Clock routing:
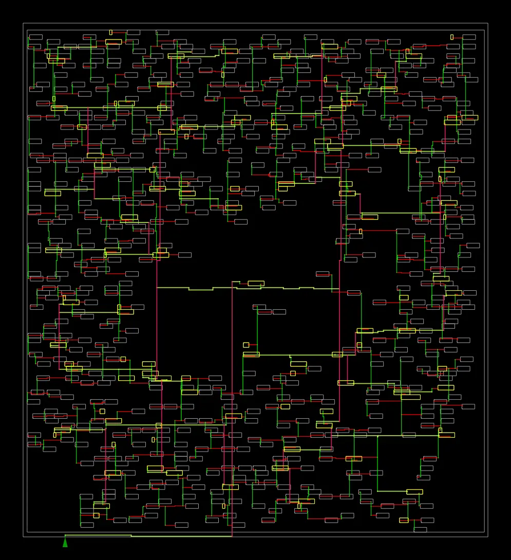
Metal 1:
Supply wires on this layer in grey.
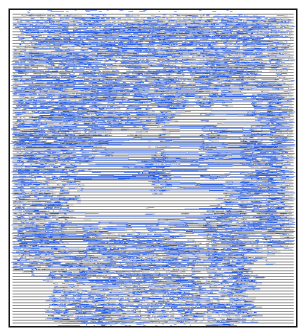
Clock network drawn from the DEF:
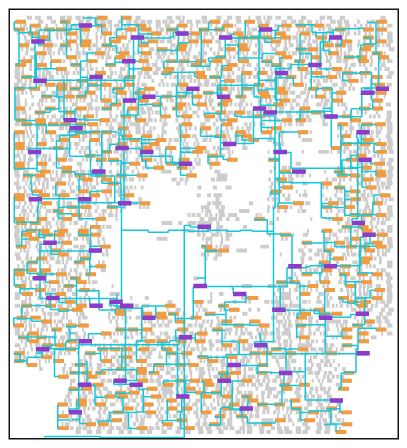
Drive-strength map:
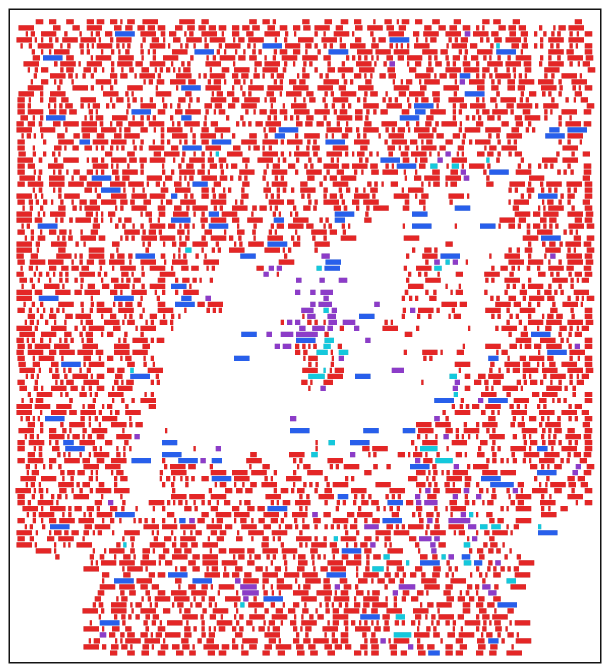
[src/rtl/pkt_pkg.sv]
// Shared packet-path constants and helpers for the ingress header capture and filter core.
package pkt_pkg;

    localparam int DATA_W    = 64;
    localparam int HDR_W     = 512;
    localparam int HDR_BEATS = HDR_W / DATA_W;
    localparam int KEEP_W    = DATA_W / 8;
    localparam int POP_W     = $clog2(KEEP_W + 1);

    typedef enum logic [1:0] {
        CAPTURE = 2'd0,
        SKIP    = 2'd1,
        HOLD    = 2'd2
    } hc_state_e;

    function automatic logic [POP_W-1:0] keep_popcount(input logic [KEEP_W-1:0] keep);
        logic [POP_W-1:0] cnt;
        cnt = '0;
        for (int i = 0; i < KEEP_W; i++) begin
            cnt = cnt + {{(POP_W-1){1'b0}}, keep[i]};
        end
        return cnt;
    endfunction

endpackage

[src/rtl/header_capture.sv]
// Ingress header capture: latches the first HDR_W bits of a packet, counts its bytes,
// and hands header/length/runt flag downstream over a valid/ready handshake.
module header_capture
    import pkt_pkg::*;
#(
    parameter int DATA_W = pkt_pkg::DATA_W,
    parameter int HDR_W  = pkt_pkg::HDR_W,
    parameter int CNT_W  = 32
) (
    input  logic                  clk,
    input  logic                  rst,
    input  logic [DATA_W-1:0]     s_tdata,
    input  logic [DATA_W/8-1:0]   s_tkeep,
    input  logic                  s_tvalid,
    input  logic                  s_tlast,
    output logic                  s_tready,
    output logic [HDR_W-1:0]      hdr_data,
    output logic [15:0]           hdr_len,
    output logic                  hdr_short,
    output logic                  hdr_valid,
    input  logic                  hdr_ready,
    output logic [CNT_W-1:0]      pkt_cnt,
    output logic [CNT_W-1:0]      runt_cnt
);

    localparam int          BEATS     = HDR_W / DATA_W;
    localparam int          KW        = DATA_W / 8;
    localparam int          IDX_W     = (BEATS > 1) ? $clog2(BEATS) : 1;
    localparam logic [15:0] HDR_BYTES = 16'(HDR_W / 8);

    hc_state_e              r_state;
    hc_state_e              w_state_next;
    logic [IDX_W-1:0]       r_beat_idx;
    logic [HDR_W-1:0]       r_hdr_data;
    logic [15:0]            r_len;
    logic                   r_short;
    logic [CNT_W-1:0]       r_pkt_cnt;
    logic [CNT_W-1:0]       r_runt_cnt;

    logic [DATA_W-1:0]      w_beat_masked;
    logic                   w_accept;
    logic                   w_handoff;
    logic [16:0]            w_len_sum;
    logic [15:0]            w_len_next;

    // Masked-off bytes land in the header as zero, following tkeep bit-for-bit.
    genvar gi;
    generate
        for (gi = 0; gi < KW; gi++) begin : g_mask
            assign w_beat_masked[gi*8 +: 8] = s_tkeep[gi] ? s_tdata[gi*8 +: 8] : 8'h00;
        end
    endgenerate

    assign s_tready   = (r_state != HOLD);
    assign w_accept   = s_tvalid && s_tready;
    assign w_handoff  = (r_state == HOLD) && hdr_ready;
    assign w_len_sum  = {1'b0, r_len} + 17'(keep_popcount(s_tkeep));
    assign w_len_next = w_len_sum[16] ? 16'hFFFF : w_len_sum[15:0];

    always_comb begin
        w_state_next = r_state;
        case (r_state)
            CAPTURE: begin
                if (w_accept) begin
                    if (s_tlast) begin
                        w_state_next = HOLD;
                    end else if (r_beat_idx == IDX_W'(BEATS - 1)) begin
                        w_state_next = SKIP;
                    end
                end
            end
            SKIP: begin
                if (w_accept && s_tlast) begin
                    w_state_next = HOLD;
                end
            end
            HOLD: begin
                if (hdr_ready) begin
                    w_state_next = CAPTURE;
                end
            end
            default: w_state_next = CAPTURE;
        endcase
    end

    always_ff @(posedge clk) begin
        if (rst) begin
            r_state    <= CAPTURE;
            r_beat_idx <= '0;
            r_hdr_data <= '0;
            r_len      <= '0;
            r_short    <= 1'b0;
            r_pkt_cnt  <= '0;
            r_runt_cnt <= '0;
        end else begin
            r_state <= w_state_next;
            if (w_accept) begin
                r_len <= w_len_next;
                if (s_tlast) begin
                    r_short <= (w_len_next < HDR_BYTES);
                end
                if (r_state == CAPTURE) begin
                    r_beat_idx <= r_beat_idx + 1'b1;
                    // Beat 0 starts a fresh header, so stale bytes of a longer predecessor vanish.
                    if (r_beat_idx == '0) begin
                        r_hdr_data <= HDR_W'(w_beat_masked);
                    end else begin
                        r_hdr_data[int'(r_beat_idx)*DATA_W +: DATA_W] <= w_beat_masked;
                    end
                end
            end
            if (w_handoff) begin
                r_beat_idx <= '0;
                r_len      <= '0;
                r_pkt_cnt  <= r_pkt_cnt + 1'b1;
                if (r_short) begin
                    r_runt_cnt <= r_runt_cnt + 1'b1;
                end
            end
        end
    end

    assign hdr_data  = r_hdr_data;
    assign hdr_len   = r_len;
    assign hdr_short = r_short;
    assign hdr_valid = (r_state == HOLD);
    assign pkt_cnt   = r_pkt_cnt;
    assign runt_cnt  = r_runt_cnt;

endmodule
[config.mk]
export PLATFORM = sky130hd
export DESIGN_NAME = header_capture
export DESIGN_NICKNAME = d
export VERILOG_FILES = /design/src/rtl/pkt_pkg.sv /design/src/rtl/header_capture.sv
export SDC_FILE = /design/constraint.sdc
export NUM_CORES = 1
export LEC_CHECK = 0
export CELL_PAD_IN_SITES_DETAIL_PLACEMENT = 1
export CELL_PAD_IN_SITES_GLOBAL_PLACEMENT = 1
export CORE_AREA = 2 2 265 293
export DETAILED_ROUTE_END_ITERATION = 16
export DIE_AREA = 0 0 267 295
export PLACE_DENSITY = 0.73
export SYNTH_ARGS = -nofsm -noshare
export SYNTH_HDL_FRONTEND = slang
export SYNTH_SLANG_ARGS = --single-unit
[constraint.sdc]
create_clock -name clk -period 4.85 [get_ports clk]
set_clock_uncertainty 0.2 [all_clocks]
set_input_delay 1.455 -clock clk [delete_from_list [all_inputs] [get_ports clk]]
set_output_delay 1.455 -clock clk [all_outputs]
set_load 0.03 [all_outputs]
==> CHANGELOG.md <==
### Changed

* Fin. max-slew vios at 0
* FF-to-FF End: hdr_short
* Mapped Avg Cell Area at 8.280 um^2
* Tool warning count at 41
* Dominant kind of cell: flip-flops and latches
* Most frequent CP cell: fa_2
* N_diodes at 3
* Arr. time, crit path at 5.08 ns
* Flop share of the area at 0.3585
* Most frequent cell after synthesis: dfxtp_1
* GPL Wtd Cong at 0.8828
* Leakage at 11.07 nW
* Yosys synthesis chip area at 0.02327 mm^2
* Status: completed
* CTS H-tree lvls at 3
* Number of non-clock inverters at 23
* Clk tree area frac at 0.06698
* Final ANT Viol Nets at 0
* CP endpoint kind: register
* Worst Min Path Start: hdr_data[57]
* Setup TNS at 0 ns
* Clock Buffer Count at 103
* Die H at 295 um
* CP delay by family, top: adder cells
* Tap cells at 1,026
* Fin cells at 4,452
* Pwr dens at 342.4 mW/mm^2
* Crit Path Class: in2reg
* Place WS at -0.8667 ns
Back to the opening pictures, 'clock routing':
Clk power: 5.24 mW
Clock Sinks: 598

Back to the opening pictures, 'metal 1':
The longest straight run is 138 um. The layer holds 43% of the routed length. The wires run mostly horizontal. The layer carries 47.7 mm of wire.
met1 usage: 0.3534
via count: 23.71k
Detailed Route WL: 111.9 mm

Back to the opening pictures, 'clock network drawn from the DEF':
Cyan is clock wires, length 8,610 um. Orange is flip-flops, count 598. Purple is cells driving clock nets, count 69.
There are 70 routed clock nets.
clk latency late pin: 0.61 ns
Clock power frac: 0.458

Back to the opening pictures, 'drive-strength map':
Purple is drive 3 to 4, cells 98, share 2.9%. Red is drive 1 or less, cells 3,178, share 93%. Blue is drive 6 and up, cells 108, share 3.2%. Cyan is drive 2, cells 39, share 1.1%.
final instance area: 0.03340 mm^2
Area Growth Syn to Fin: 43.55%

[kinds of logic (layout without fill, tap and decap cells)]
kind of cell,Yosys count,in the layout,synth area share
buf+inv,284,897,0.04953
compound gates,582,582,0.1507
fa+ha+maj,17,17,0.01076
flops,598,598,0.5145
xor+xnor,59,59,0.02221
simple gates,1266,1266,0.2506
mux,4,4,0.001721
other cells,0,3,0
[power by group]
part           switching [mW]  total [mW]  leakage, nW  internal (mW)
combinational           0.908        1.22         5.16          0.311
clock                    2.25        5.24         1.09           2.99
sequential             0.0291        4.98         4.82           4.95
total                    3.18        11.4         11.1           8.25
[timing repair]
action                     in CTS  in global routing
setup endpoints to repair      15                  8
pin swaps                       8                  6
gates resized                  10                  7
buffers inserted                1                  0
Power and IR drop assume default switching activity.
